## config.mk

```make
export PLATFORM = sky130hd
export DESIGN_NAME = alu_exec
export DESIGN_NICKNAME = d
export VERILOG_FILES = /design/src/rtl/alu_exec.sv
export SDC_FILE = /design/constraint.sdc
export NUM_CORES = 1
export LEC_CHECK = 0
export ABC_AREA = 1
export CAP_MARGIN = 20
export CORE_MARGIN = 2
export CORE_UTILIZATION = 30
export CTS_CLUSTER_DIAMETER = 80
export DETAILED_ROUTE_END_ITERATION = 16
export PLACE_DENSITY = 0.61
export SLEW_MARGIN = 15
export SYNTH_ARGS = -nofsm -noshare
export SYNTH_HDL_FRONTEND = slang
export SYNTH_SLANG_ARGS = --single-unit
```

## constraint.sdc

```tcl
create_clock -name clk -period 2.07 [get_ports clk]
set_clock_uncertainty 0.2 [all_clocks]
set_input_delay 0.414 -clock clk [delete_from_list [all_inputs] [get_ports clk]]
set_output_delay 0.414 -clock clk [all_outputs]
set_load 0.02 [all_outputs]
```

## src/rtl/alu_exec.sv

```systemverilog
// alu_exec: command sequencer for an external combinational Hack-style ALU.
// Runs single ALU ops or 8-cycle shift-add multiplies and holds the result.
module alu_exec (
    input  logic       clk,
    input  logic       rst_n,
    input  logic       cmd_valid,
    output logic       cmd_ready,
    input  logic [5:0] cmd_ctrl,
    input  logic       cmd_mul,
    input  logic       cmd_use_acc,
    input  logic [7:0] cmd_a,
    input  logic [7:0] cmd_b,
    output logic       zx,
    output logic       nx,
    output logic       zy,
    output logic       ny,
    output logic       f,
    output logic       no,
    output logic [7:0] alu_x,
    output logic [7:0] alu_y,
    input  logic [7:0] alu_o,
    output logic       res_valid,
    input  logic       res_ready,
    output logic [7:0] res_data,
    output logic       res_zr,
    output logic       res_ng,
    output logic [7:0] acc
);

    typedef enum logic [1:0] {
        IDLE = 2'd0,
        EXEC = 2'd1,
        MUL  = 2'd2,
        HOLD = 2'd3
    } state_t;

    localparam logic [5:0] CTRL_ADD = 6'b000010;

    state_t     state;
    logic [7:0] x_q;
    logic [7:0] y_q;
    logic [5:0] ctrl_q;
    logic [2:0] cnt;
    logic [7:0] partial;
    logic [7:0] res_q;
    logic       zr_q;
    logic       ng_q;

    logic [5:0] ctrl_drv;
    logic       bit_set;
    logic [7:0] mul_next;
    logic [7:0] wr_val;

    assign cmd_ready = (state == IDLE);
    assign res_valid = (state == HOLD);
    assign res_data  = res_q;
    assign acc       = res_q;
    assign res_zr    = zr_q;
    assign res_ng    = ng_q;

    assign {zx, nx, zy, ny, f, no} = ctrl_drv;

    assign bit_set  = y_q[cnt];
    assign mul_next = bit_set ? alu_o : partial;
    assign wr_val   = (state == EXEC) ? alu_o : mul_next;

    // ALU drive: latched op in EXEC, partial + shifted X on set multiplier bits
    always_comb begin
        ctrl_drv = '0;
        alu_x    = '0;
        alu_y    = '0;
        unique case (state)
            EXEC: begin
                ctrl_drv = ctrl_q;
                alu_x    = x_q;
                alu_y    = y_q;
            end
            MUL: begin
                if (bit_set) begin
                    ctrl_drv = CTRL_ADD;
                    alu_x    = partial;
                    alu_y    = x_q << cnt;
                end
            end
            default: ;
        endcase
    end

    // Sequencer: accept, execute or multiply, then hold result until taken
    always_ff @(posedge clk or negedge rst_n) begin
        if (!rst_n) begin
            state   <= IDLE;
            x_q     <= '0;
            y_q     <= '0;
            ctrl_q  <= '0;
            cnt     <= '0;
            partial <= '0;
            res_q   <= '0;
            zr_q    <= 1'b1;
            ng_q    <= 1'b0;
        end else begin
            unique case (state)
                IDLE: begin
                    if (cmd_valid) begin
                        x_q     <= cmd_use_acc ? res_q : cmd_a;
                        y_q     <= cmd_b;
                        ctrl_q  <= cmd_ctrl;
                        cnt     <= '0;
                        partial <= '0;
                        state   <= cmd_mul ? MUL : EXEC;
                    end
                end
                EXEC: begin
                    res_q <= wr_val;
                    zr_q  <= (wr_val == 8'd0);
                    ng_q  <= wr_val[7];
                    state <= HOLD;
                end
                MUL: begin
                    partial <= mul_next;
                    if (cnt == 3'd7) begin
                        res_q <= wr_val;
                        zr_q  <= (wr_val == 8'd0);
                        ng_q  <= wr_val[7];
                        state <= HOLD;
                    end else begin
                        cnt <= cnt + 3'd1;
                    end
                end
                HOLD: begin
                    if (res_ready) begin
                        state <= IDLE;
                    end
                end
                default: state <= IDLE;
            endcase
        end
    end

endmodule

```

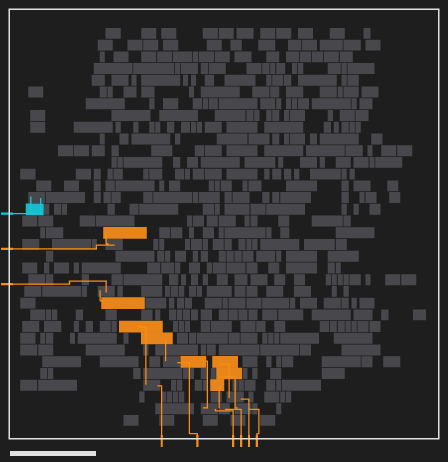
Run 1: port wiring
The bar under the picture is 20 um long.
alu_y -> orange  # direction output, end cells 8, buffers 8, wire 189 um
no -> cyan  # direction output, end cells 1, buffers 1, wire 14.4 um

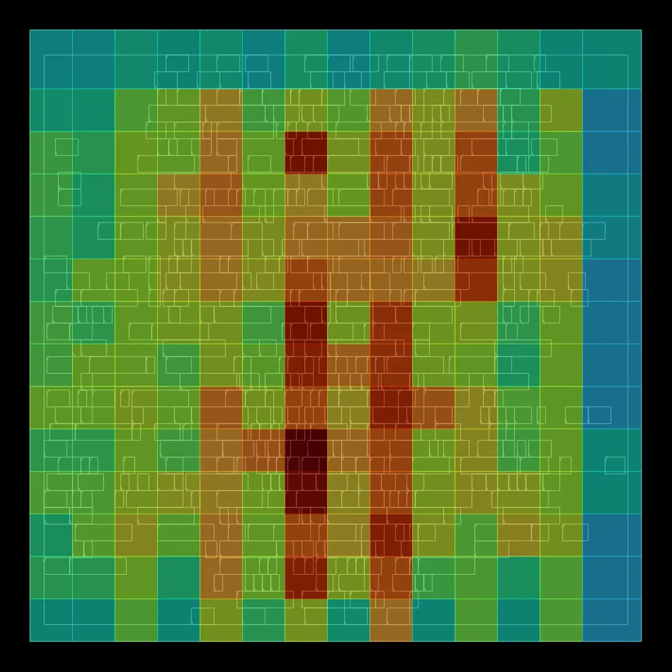
Run 1: routing congestion
WL/cell: 14.9 um
utilization after layout: 54.8%
Top Usage Layer GRT: met2
Tot GR Track Use: 18.9%

==> GITHUB_STEP_SUMMARY, run 1 <==
### Flow metrics

| Metric | Value |
|---|---|
| Mapped cell area | `roughly 0.0027 sq mm` |
| Status | `finished with violations` |
| PortBufs | `~77` |
| Non-clk invs | `roughly 41` |
| Row count | `34` |
| Initial drt markers | `134` |
| Setup repair bufs after CTS | `10` |
| Static Leakage | `2.15 nW` |
| Met3 routed WL | `about 370 um` |
| DR pass1 iterations | `4` |
| Global routing usage on met2 | `about a third` |
| Dpl hpwl | `approximately 6.6 mm` |
| CP Data Required Time | `between 1 and 1.5 ns` |
| Sequential area share after synthesis | `between 40% and 50%` |
| Area delta synth->final | `76.4%` |
| CP Launch Type | `flop` |
| CTS Hold Bufs | `1` |
| Tot Pwr | `between 8 and 9 mW` |
| Diode count | `0` |
| Via count | `around 3k` |
| Final setup viols | `23` |
| CTS clk-pin slew, worst paths | `~0.090 ns` |
| Power Combinational | `a little over 6 mW` |
| Largest area contributor in the netlist | `dfrtp_1` |
| Flop pwr share | `between 10% and 20%` |
| Yosys adder share | `~2.8%` |
| Vias in the first global route | `just over 3k` |
| Place WS | `-0.645 ns` |
| Chip area | `0.00985 sq mm` |
| Worst Hold Class | `flop to flop` |
| Peak VDD IR | `between 0.4 and 0.5 mV` |
| Clock group | `about 0.6 mW` |
| Setup ws final | `-0.440 ns` |
| Min Tclk post-route | `approximately 2.5 ns` |
| Crit-path slowest cell | `dfrtp_2` |
| Failing checks | `negative setup slack` |
| Signal buffers | `roughly 150` |
| Mux area share | `0%` |
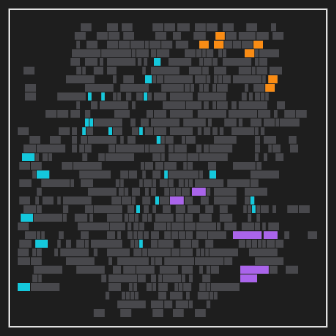
Run 1: gate-type map
nor cells -> cyan  # cells 23, most used nor2_1
fa/ha/maj cells -> purple  # cells 6, most used ha_1
and/or cells -> orange  # cells 7, most used or2_4, where north-east

run 1: final timing paths:
kind / cells past startpoint / endpoint / from / slack (ns)
max: 11 / alu_y[6] / cnt[0] / -0.44
min: 2 / res_zr / res_zr / 0.27
max reg2reg: 14 / res_zr / state[1] / -0.06
min reg2reg: 2 / res_zr / res_zr / 0.27
max in group asynchronous: 3 / res_zr / rst_n / 0.73
min in group asynchronous: 2 / partial[1] / rst_n / 0.37
run 1: sequential cells by signal (all words and copies together), names as in the netlist:
| signal | cells |
|---|---|
| cnt | 3 |
| x_q | 8 |
| res_zr | 1 |
| state | 2 |
| y_q | 8 |
| partial | 8 |
| ctrl_q | 6 |
| acc | 8 |
run 1: tightest hold or removal path: cells and delay by family (launching register included):
kind             cells  cell delay, ns
DFF                  1            0.37
and+or+nand+nor      2            0.10
==> inputs of run 2 (changes only) <==
--- a/config.mk
+++ b/config.mk
@@ -7,7 +7,6 @@
 export LEC_CHECK = 0
 export ABC_AREA = 1
 export CAP_MARGIN = 20
-export CORE_MARGIN = 2
 export CORE_UTILIZATION = 30
 export CTS_CLUSTER_DIAMETER = 80
 export DETAILED_ROUTE_END_ITERATION = 16
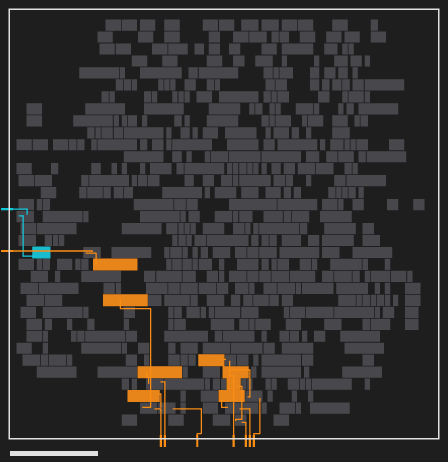
Run 2: port wiring
The bar under the picture is 20 um long.
no -> cyan  # direction output, end cells 1, buffers 1, wire 17.5 um
alu_y -> orange  # direction output, end cells 8, buffers 8, wire 164 um

==> run 2 against run 1 <==
  * Total power up 0.68%
  * The run still ends with negative setup slack left
  * Highest routed layer unchanged
  * Critical path type unchanged
  * First-iteration DRC count up 8.2%
  * Combinational power down 0.7%
  * Clock power up 17%
  * Routed wire length down 1.7%
  * Sequential power about the same
  * Flip-flop count unchanged
  * Design area up 1.0%
  * Utilization up 0.56 points
  * Worst hold slack worse by 0.00099 ns
  * Critical endpoint is now alu_y[7]
==> GITHUB_STEP_SUMMARY, run 2 <==
### Flow metrics

| Metric | Value |
|---|---|
| Status | `finished with violations (unchanged)` |
| Failing checks | `negative setup slack (unchanged)` |
| Hold Startpoint | `res_zr (unchanged)` |
| Seq power | `1.50 mW (about the same)` |
| Area delta synth->final | `78.2% (was 76.4%)` |
| Critical path origin | `cnt[0] (unchanged)` |
| Met3 routed WL | `336 um (was 373 um)` |
| Clock group | `0.702 mW (was 0.598 mW)` |
| Tot GR Track Use | `19.5% (was 18.9%)` |
| CTS clk-pin slew, worst paths | `0.09 ns (about the same)` |
| Row count | `34 (unchanged)` |
| Power Combinational | `6.03 mW (was 6.07 mW)` |
| Vias in the first global route | `2930 (was 3078)` |
| Most frequent cells in the layout | `83 x nand2_1, 59 x buf_4, 51 x clkdlybuf4s50_1, 42 x dfrtp_1, 35 x o21ai_0 (was 88 x nand2_1, 51 x clkdlybuf4s50_1, 51 x buf_4, 41 x dfrtp_1)` |
| Setup repair bufs after CTS | `9 (was 10)` |
| Setup ws final | `-0.421 ns (was -0.440 ns)` |
| Min Tclk post-route | `2.49 ns (was 2.51 ns)` |
| CP Data Required Time | `1.46 ns (about the same)` |
| Utilization after layout | `55.4% (was 54.8%)` |
| Setup slack, reg-to-reg | `-0.01 ns (was -0.06 ns)` |
| CP Launch Type | `flop (unchanged)` |
| Initial drt markers | `145 (was 134)` |
| Hold depth | `2 (unchanged)` |
| PortBufs | `77 (unchanged)` |
| WL/cell | `14.6 um (was 14.9 um)` |
| PD cells | `1700 mW/mm^2 (about the same)` |
| Via count | `2929 (was 3004)` |
| Final hold violation count | `0 (unchanged)` |
| Static Leakage | `2.19 nW (was 2.15 nW)` |
| CP endpoint | `alu_y[7] (was alu_y[6])` |
| RR Startpoint | `state[1] (unchanged)` |
| Place WS | `-0.700 ns (was -0.645 ns)` |
| Worst Hold Path EP | `res_zr (unchanged)` |
| Crit-path slowest cell | `dfrtp_2 (unchanged)` |
| Diode count | `0 (unchanged)` |
| Final setup viols | `23 (unchanged)` |
| Dpl hpwl | `6.55 mm (was 6.64 mm)` |
| Largest area contributor in the netlist | `dfrtp_1 (unchanged)` |
| Worst Hold Class | `flop to flop (unchanged)` |
| Reg-to-reg endpoint | `res_zr (unchanged)` |
| DR pass1 iterations | `4 (unchanged)` |
| Tot Pwr | `8.22 mW (was 8.17 mW)` |
| R2R cell count | `13 (was 14)` |
| Flop pwr share | `18.2% (was 18.3%)` |
| Mapped cell area | `0.00272 sq mm (unchanged)` |
run 2: metal layers:
metal  vias up  GRT usage [%]
li1       1470              -
met1      1397           26.4
met2        56           33.4
met3         6           2.66
met4         0           4.19
met5         -              0
run 2: cells by family (layout without fill, tap and decap cells):
group | after synthesis | in the layout | synth area share [%]
flip-flops | 44 | 44 | 40.5
AND-OR/OR-AND | 81 | 81 | 17.0
buffers and inverters | 64 | 201 | 11.1
AND/OR/NAND/NOR | 171 | 172 | 28.6
adder cells (fa/ha/maj) | 6 | 6 | 2.76
run 2: worst max-delay path, delay by kind of cell, from the launching register on:
kind	cells	cell delay, ns
AND/OR/NAND/NOR	4	0.26
AND-OR/OR-AND	2	0.29
buffers and inverters	5	0.59
flip-flops	1	0.44
Power is estimated from default activity; no workload was simulated.
